===== src/rtl/vram_arbiter.sv =====
// vram_arbiter: one single-port text RAM shared by GPU fetches (priority) and CPU accesses.
// Optional macro VRAM_ARB_STATS_EN adds stat_cpu_wait, a saturating count of CPU-lost edges.

module vram_arbiter #(
  parameter int AW       = 12,
  parameter int DW       = 8,
  parameter int MAX_WAIT = 4
) (
  input  logic          clock,
  input  logic          reset_n,
  input  logic          gpu_req,
  input  logic [AW-1:0] gpu_address,
  output logic [DW-1:0] gpu_data,
  output logic          gpu_valid,
  output logic          gpu_overrun,
  input  logic          cpu_req,
  input  logic          cpu_we,
  input  logic [AW-1:0] cpu_address,
  input  logic [DW-1:0] cpu_wdata,
  output logic [DW-1:0] cpu_rdata,
  output logic          cpu_ready,
  output logic [AW-1:0] ram_address,
  output logic [DW-1:0] ram_d,
  output logic          ram_w,
  input  logic [DW-1:0] ram_q
`ifdef VRAM_ARB_STATS_EN
  ,
  output logic [15:0]   stat_cpu_wait
`endif
);

  localparam logic [3:0] WAIT_MAX = 4'(MAX_WAIT);

  function automatic logic [3:0] wait_inc(input logic [3:0] v);
    return (v >= WAIT_MAX) ? v : v + 4'd1;
  endfunction

  logic          pend_q, pend_d;
  logic [AW-1:0] pend_addr_q, pend_addr_d;
  logic [3:0]    wait_q, wait_d;
  logic          gpu_vld_p0_q, gpu_vld_p1_q;
  logic          cpu_rd_p0_q, cpu_rd_p1_q, cpu_wr_p0_q;

  logic          cpu_busy, cpu_c, cpu_gnt, gpu_gnt, serve_pend, overrun_set;
  logic [AW-1:0] gpu_gnt_addr;

  // A CPU request held through its own ready cycle must not be issued twice.
  assign cpu_busy = cpu_rd_p0_q | cpu_rd_p1_q | cpu_wr_p0_q;
  assign cpu_c    = cpu_req & ~cpu_busy & ~cpu_ready;

  always_comb begin
    pend_d       = pend_q;
    pend_addr_d  = pend_addr_q;
    gpu_gnt      = 1'b0;
    gpu_gnt_addr = gpu_address;
    cpu_gnt      = 1'b0;
    serve_pend   = 1'b0;
    if (pend_q) begin
      serve_pend   = 1'b1;
      gpu_gnt      = 1'b1;
      gpu_gnt_addr = pend_addr_q;
      pend_d       = gpu_req;
      if (gpu_req) pend_addr_d = gpu_address;
    end else if (cpu_c && (wait_q == WAIT_MAX)) begin
      cpu_gnt = 1'b1;
      if (gpu_req) begin
        pend_d      = 1'b1;
        pend_addr_d = gpu_address;
      end
    end else if (gpu_req) begin
      gpu_gnt = 1'b1;
    end else if (cpu_c) begin
      cpu_gnt = 1'b1;
    end
  end

  assign overrun_set = gpu_req & pend_q & ~serve_pend;

  always_comb begin
    if (!cpu_req || cpu_gnt) wait_d = 4'd0;
    else if (cpu_c)          wait_d = wait_inc(wait_q);
    else                     wait_d = wait_q;
  end

  always_ff @(posedge clock or negedge reset_n) begin
    if (!reset_n) begin
      pend_q       <= 1'b0;
      pend_addr_q  <= '0;
      wait_q       <= 4'd0;
      ram_address  <= '0;
      ram_d        <= '0;
      ram_w        <= 1'b0;
      gpu_vld_p0_q <= 1'b0;
      gpu_vld_p1_q <= 1'b0;
      cpu_rd_p0_q  <= 1'b0;
      cpu_rd_p1_q  <= 1'b0;
      cpu_wr_p0_q  <= 1'b0;
      gpu_valid    <= 1'b0;
      gpu_data     <= '0;
      cpu_ready    <= 1'b0;
      cpu_rdata    <= '0;
      gpu_overrun  <= 1'b0;
    end else begin
      pend_q      <= pend_d;
      pend_addr_q <= pend_addr_d;
      wait_q      <= wait_d;
      // Stage 0: grant registered onto the RAM port
      if (cpu_gnt)      ram_address <= cpu_address;
      else if (gpu_gnt) ram_address <= gpu_gnt_addr;
      ram_w <= cpu_gnt & cpu_we;
      if (cpu_gnt && cpu_we) ram_d <= cpu_wdata;
      gpu_vld_p0_q <= gpu_gnt;
      cpu_rd_p0_q  <= cpu_gnt & ~cpu_we;
      cpu_wr_p0_q  <= cpu_gnt & cpu_we;
      // Stage 1: RAM samples the address
      gpu_vld_p1_q <= gpu_vld_p0_q;
      cpu_rd_p1_q  <= cpu_rd_p0_q;
      // Stage 2: capture ram_q and pulse completion
      gpu_valid <= gpu_vld_p1_q;
      if (gpu_vld_p1_q) gpu_data <= ram_q;
      cpu_ready <= cpu_wr_p0_q | cpu_rd_p1_q;
      if (cpu_rd_p1_q) cpu_rdata <= ram_q;
      if (overrun_set) gpu_overrun <= 1'b1;
    end
  end

`ifdef VRAM_ARB_STATS_EN
  function automatic logic [15:0] stat_inc(input logic [15:0] v);
    return (v == 16'hFFFF) ? v : v + 16'd1;
  endfunction

  logic cpu_lost;
  assign cpu_lost = cpu_c & ~cpu_gnt;

  always_ff @(posedge clock or negedge reset_n) begin
    if (!reset_n)      stat_cpu_wait <= 16'd0;
    else if (cpu_lost) stat_cpu_wait <= stat_inc(stat_cpu_wait);
  end
`endif

endmodule

===== config.mk =====
export PLATFORM = sky130hd
export DESIGN_NAME = vram_arbiter
export DESIGN_NICKNAME = d
export VERILOG_FILES = /design/src/rtl/vram_arbiter.sv
export SDC_FILE = /design/constraint.sdc
export NUM_CORES = 1
export LEC_CHECK = 0
export ABC_AREA = 1
export ABC_CLOCK_PERIOD_IN_PS = 2900
export CORE_MARGIN = 3
export CORE_UTILIZATION = 30
export CTS_CLUSTER_DIAMETER = 150
export CTS_CLUSTER_SIZE = 16
export DETAILED_ROUTE_END_ITERATION = 8
export SETUP_SLACK_MARGIN = 0.1
export SYNTH_ARGS = -nofsm -noshare
export SYNTH_HDL_FRONTEND = slang
export SYNTH_SLANG_ARGS = --single-unit

===== constraint.sdc =====
create_clock -name clock -period 2.9 [get_ports clock]
set_input_delay 0.435 -clock clock [delete_from_list [all_inputs] [get_ports clock]]
set_output_delay 0.435 -clock clock [all_outputs]
set_load 0.02 [all_outputs]

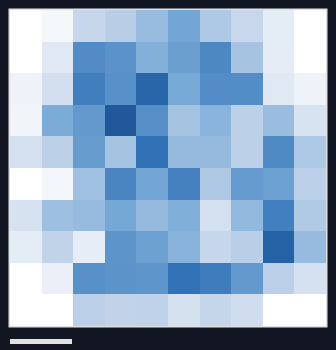
run_1/util_map.png
Bar = 20 um. 10 x 10 tiles, from white (low) to dark blue (high), 0 to 100% covered.
The mean over all tiles is 36%. 10% of the tiles are nearly empty. The fullest tile reaches 84%.
core footprint: 8810 um2
floorplan core density: 0.313

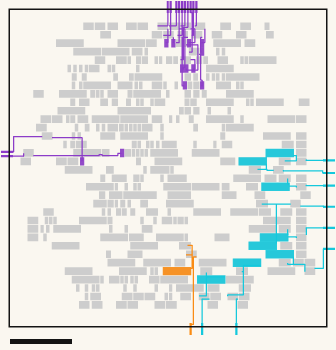
run_1/port_trees.png
Bar = 20 um.
Cyan marks cpu_rdata, bits 8, direction output, edge 6 right, 2 bottom, end cells 8, buffers 8, wire 165 um. Orange marks ram_w, bits 1, direction output, edge bottom, end cells 1, buffers 1, wire 34.9 um. Purple marks cpu_address, bits 12, direction input, edge 10 top, 2 left, end cells 12, buffers 12, wire 258 um.

==> flow_metrics.env, run 1 <==
# flow metrics
export IMPL_antenna_cells_inserted=0
export IMPL_use_met1=0.194
export IMPL_top_post_synthesis_cells_by_area="sky130_fd_sc_hd__dfrtp_1 55%, sky130_fd_sc_hd__nand2_1 13%, sky130_fd_sc_hd__mux2_2 6.5%, sky130_fd_sc_hd__nand3_1 4.9%, sky130_fd_sc_hd__mux2i_1 4.4%"
export IMPL_clock_insertion_delay_worst_skew_ns=0.33
export IMPL_worst_path_most_repeated_cell="sky130_fd_sc_hd__nand2_1"
export IMPL_dp_hpwl_um=4720
export IMPL_clk_share=0.0638
export IMPL_comb_cell_share=0.260
export IMPL_share_comb_of_total_power=0.246
export IMPL_ff_type="sky130_fd_sc_hd__dfrtp_1"
export IMPL_clock_power_share=0.350
export IMPL_critPathTopFamily="simple AND/OR/NAND/NOR gates"
export IMPL_total_switching_power_uw=740
export IMPL_sw_share=0.279
export IMPL_syn_mean_instance_area_um2=9.87
export IMPL_drt_pass1_iter_count=4
export IMPL_path_max_fanout=14
export IMPL_max_slew_margin=0.483
export IMPL_worst_hold_slack_after_final_layout_ns=0.248
export IMPL_cp_cell_sequence="inv_1 > ha_1 > nand3_1 > nand2_1 > nand4_4 > clkinv_2 > nand2_1 > nand2_1"
export IMPL_slew_viol_final=0
export IMPL_ctsHoldBuffers=0
export IMPL_yosys_cells=279
export IMPL_timing_critical_path_arrival_ns=2.13
export IMPL_routed_wl_met2_um=3030
export IMPL_cts_setup_buffers=0
export IMPL_place_port_buffers=84
export IMPL_yosys_dominant_comb_family="simple AND/OR/NAND/NOR gates"
export IMPL_dominant_cell_class="sequential cells"
export IMPL_tightest_slew_ns=0.776
export IMPL_track_usage=0.134
export IMPL_critical_register_to_register_path_startpoint="wait_q[0]"
export IMPL_final_layout_size_suffix_gt1_frac=0.131
export IMPL_syn_area_um2=2750
export IMPL_synth_ff_latch_count=61
export IMPL_clock_tree_root="sky130_fd_sc_hd__clkbuf_8"
export IMPL_dominant_power_group="registers"
export IMPL_floorplan_nets=326
export IMPL_via_count_of_the_first_global_routing_pass=2137
export IMPL_cp_slowest_cell="sky130_fd_sc_hd__nand2_1"
export IMPL_most_used_logic_cell_in_the_final_layout="sky130_fd_sc_hd__nand2_1"
export IMPL_synthMuxAreaShare=0.109
export IMPL_worstPathBufferInverterCount=2
export IMPL_layout_filler_cells=879
export IMPL_total_of_max_cap_violations=0
export IMPL_hold_viol_final=0
export IMPL_crit_path_end="ram_d[0]"
export IMPL_worstRegToRegCells=8
export IMPL_comb_cell_power_uw=653
export IMPL_logic_area_um2=1010
export IMPL_p_per_area_nw_per_um2=682
export IMPL_route_top_layer_used="met4"
export IMPL_clk_path_buf_depth=2
export IMPL_grtUsageMet2=0.194
export IMPL_maximum_number_of_pins_on_one_net_before_global_route_repair=62
export IMPL_chip_area_from_the_yosys_synthesis_statistics_um2=2750
export IMPL_gp_congestion=0.814
export IMPL_numPlacedInstances=459
export IMPL_log_warning_count=27
export IMPL_clock_sink_count=61
export IMPL_routed_wl_um=6600
export IMPL_worst_slack_ns=1.05
export IMPL_flow_area_growth_from_synthesis_pct=41.1
export IMPL_seq_area_um2=1530
export IMPL_aoi_share=0.00545
export IMPL_power_clock_uw=928
export IMPL_clkSlewWorstSetupHoldPaths_ns=0.07
export IMPL_number_of_buffers_other_than_clock_buffers_in_the_final_layout=88
export IMPL_run_status="completed"
export IMPL_hold_path_class="in2async"
export IMPL_number_of_clock_buffers_inserted_by_tritoncts=9
export IMPL_design_final_nets=409
export IMPL_crit_path_start="wait_q[0]"
export IMPL_flop_count=61
export IMPL_wl_met3_um=310
export IMPL_dr_vias=2177
export IMPL_biggestRegsByFlops="pend_addr_q: 12 flops, ram_address: 12 flops"
export IMPL_finalSetupTns_ns=0
export IMPL_cts_resized_gates=0
export IMPL_total_die_size_um2=10400
export IMPL_top_usage_layer="met2"
export IMPL_setup_viol=0
export IMPL_period_used=0.639
export IMPL_ys_sh_adder=0.00909
export IMPL_cp_start_kind="flop"
export IMPL_synth_xor_area_share=0
export IMPL_regToRegEndpoint="ram_d[0]"
export IMPL_num_io_pins=85
export IMPL_largest_area_cell="sky130_fd_sc_hd__dfrtp_1"
export IMPL_cp_data_required_time_ns=3.18
export IMPL_layout_cells_most_common_list="93 x sky130_fd_sc_hd__nand2_1, 83 x sky130_fd_sc_hd__clkdlybuf4s50_1, 61 x sky130_fd_sc_hd__dfrtp_1"
export IMPL_ant_nets=0
export IMPL_grt_ovfl_total=0
export IMPL_total_power_mw=2.65
export IMPL_grt_setup_unrepaired="false"
export IMPL_n_clock_buffer=10
export IMPL_synth_cells=279
export IMPL_dpl_cell_area_um2=3640
export IMPL_antenna_found_initial=0
export IMPL_power_static_leakage_nw=1.82
export IMPL_first_pass_grt_wire_length_um=10700
export IMPL_dr_first_iter_drc_count=112
export IMPL_met3_usage=0.0307
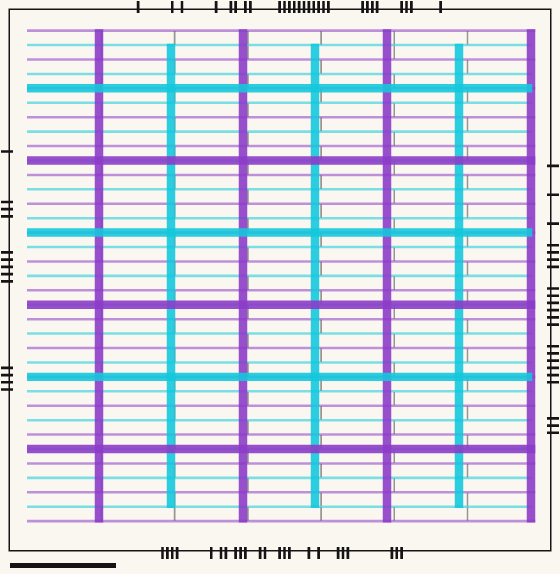
run_1/floorplan.png
Bar = 20 um. Pins as bars on the die edge. Tap cells in grey.
Purple marks VSS. Cyan marks VDD.
6 straps on met5. 35 met1 rails follow the rows. 85 signal pins sit on the boundary.
IR Drop Worst-Case VDD: 228 uV
die width: 102 um
die height: 102 um

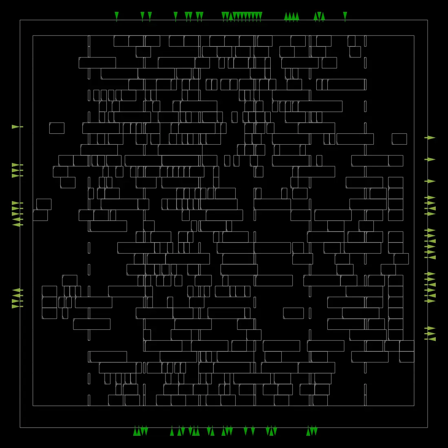
run_1/placed.png
non-filler instance count after layout: 475
fraction of area in registers: 0.393

==> run 2: changes to the inputs <==
- ABC_CLOCK_PERIOD_IN_PS: 2900 -> 1900
- clock period: 2.9 -> 1.9 ns (I/O delays scaled with it)
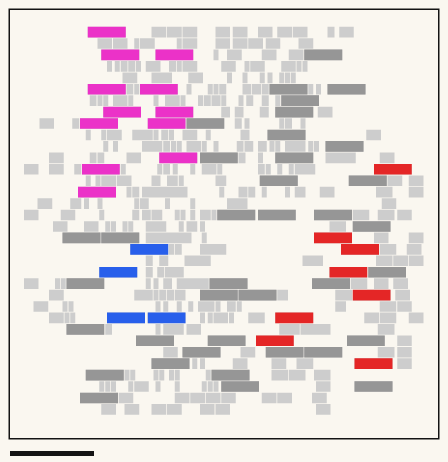
run_2/ff_map.png
Bar = 20 um. Other sequential cells in the stronger grey, the rest of the logic in the fainter grey.
Blue marks wait_q, flops 4. Red marks gpu_data, flops 8. Magenta marks pend_addr_q, flops 12, where upper left.
Another 37 sequential cells are not coloured.

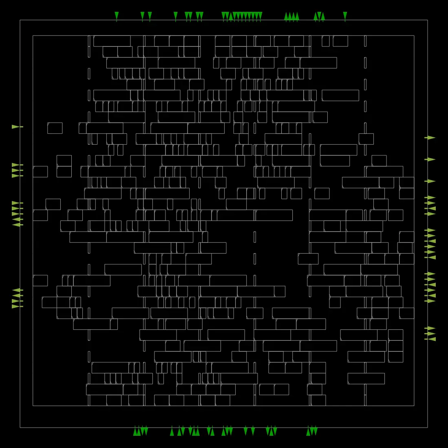
run_2/placed.png
post-layout utilization of the core: 0.447
fill cell instance count of the final layout: 851
number of well taps: 108

==> run 2 against run 1 <==
  * Synthesized area stayed put
  * Largest cell class unchanged
  * Final area grew 1.4%
  * Non-clock buffer count up 8
  * Highest routed layer unchanged
==> flow_metrics.env, run 2 <==
# flow metrics
export IMPL_run_status="completed"
export IMPL_hold_viol_final=0
export IMPL_yosys_dominant_comb_family="simple AND/OR/NAND/NOR gates"
export IMPL_seq_area_um2=1530
export IMPL_gp_congestion=0.794
export IMPL_logic_area_um2=1010
export IMPL_cp_cell_sequence="clkdlybuf4s50_1"
export IMPL_use_met1=0.191
export IMPL_n_clock_buffer=11
export IMPL_numPlacedInstances=466
export IMPL_slew_viol_final=0
export IMPL_syn_mean_instance_area_um2=9.87
export IMPL_comb_cell_share=0.257
export IMPL_ctsHoldBuffers=1
export IMPL_final_layout_size_suffix_gt1_frac=0.142
export IMPL_ant_nets=0
export IMPL_share_comb_of_total_power=0.262
export IMPL_grt_setup_unrepaired="false"
export IMPL_period_used=0.860
export IMPL_finish_cell_count_without_fillers=482
export IMPL_top_usage_layer="met2"
export IMPL_comb_cell_power_mw=1.02
export IMPL_dpl_cell_area_um2=3710
export IMPL_ys_sh_adder=0.00909
export IMPL_antenna_found_initial=0
export IMPL_worst_hold_slack_after_final_layout_ns=0.346
export IMPL_hold_path_class="reg2reg"
export IMPL_routed_wl_um=6540
export IMPL_clock_insertion_delay_worst_skew_ns=0.33
export IMPL_maximum_number_of_pins_on_one_net_before_global_route_repair=27
export IMPL_syn_area_um2=2750
export IMPL_via_count_of_the_first_global_routing_pass=2230
export IMPL_clock_sink_count=61
export IMPL_p_per_area_nw_per_um2=995
export IMPL_floorplan_nets=326
export IMPL_total_die_size_um2=10400
export IMPL_synth_ff_latch_count=61
export IMPL_wl_met3_um=326
export IMPL_power_static_leakage_nw=1.86
export IMPL_dr_vias=2162
export IMPL_first_pass_grt_wire_length_um=11000
export IMPL_seq_area_frac=0.388
export IMPL_worstRegToRegCells=8
export IMPL_floorplanUtilization=0.313
export IMPL_dominant_cell_class="sequential cells"
export IMPL_max_slew_margin=0.676
export IMPL_power_clock_mw=1.27
export IMPL_flop_count=61
export IMPL_place_port_buffers=84
export IMPL_cp_start_kind="flop"
export IMPL_aoi_share=0.00545
export IMPL_setup_viol=0
export IMPL_log_warning_count=27
export IMPL_met3_usage=0.0307
export IMPL_total_switching_power_mw=1.12
export IMPL_sw_share=0.286
export IMPL_most_used_logic_cell_in_the_final_layout="sky130_fd_sc_hd__nand2_1"
export IMPL_chip_area_from_the_yosys_synthesis_statistics_um2=2750
export IMPL_die_x_um=102
export IMPL_cts_resized_gates=0
export IMPL_flow_area_growth_from_synthesis_pct=43.0
export IMPL_antenna_cells_inserted=0
export IMPL_dp_hpwl_um=4890
Power and IR drop assume default switching activity.
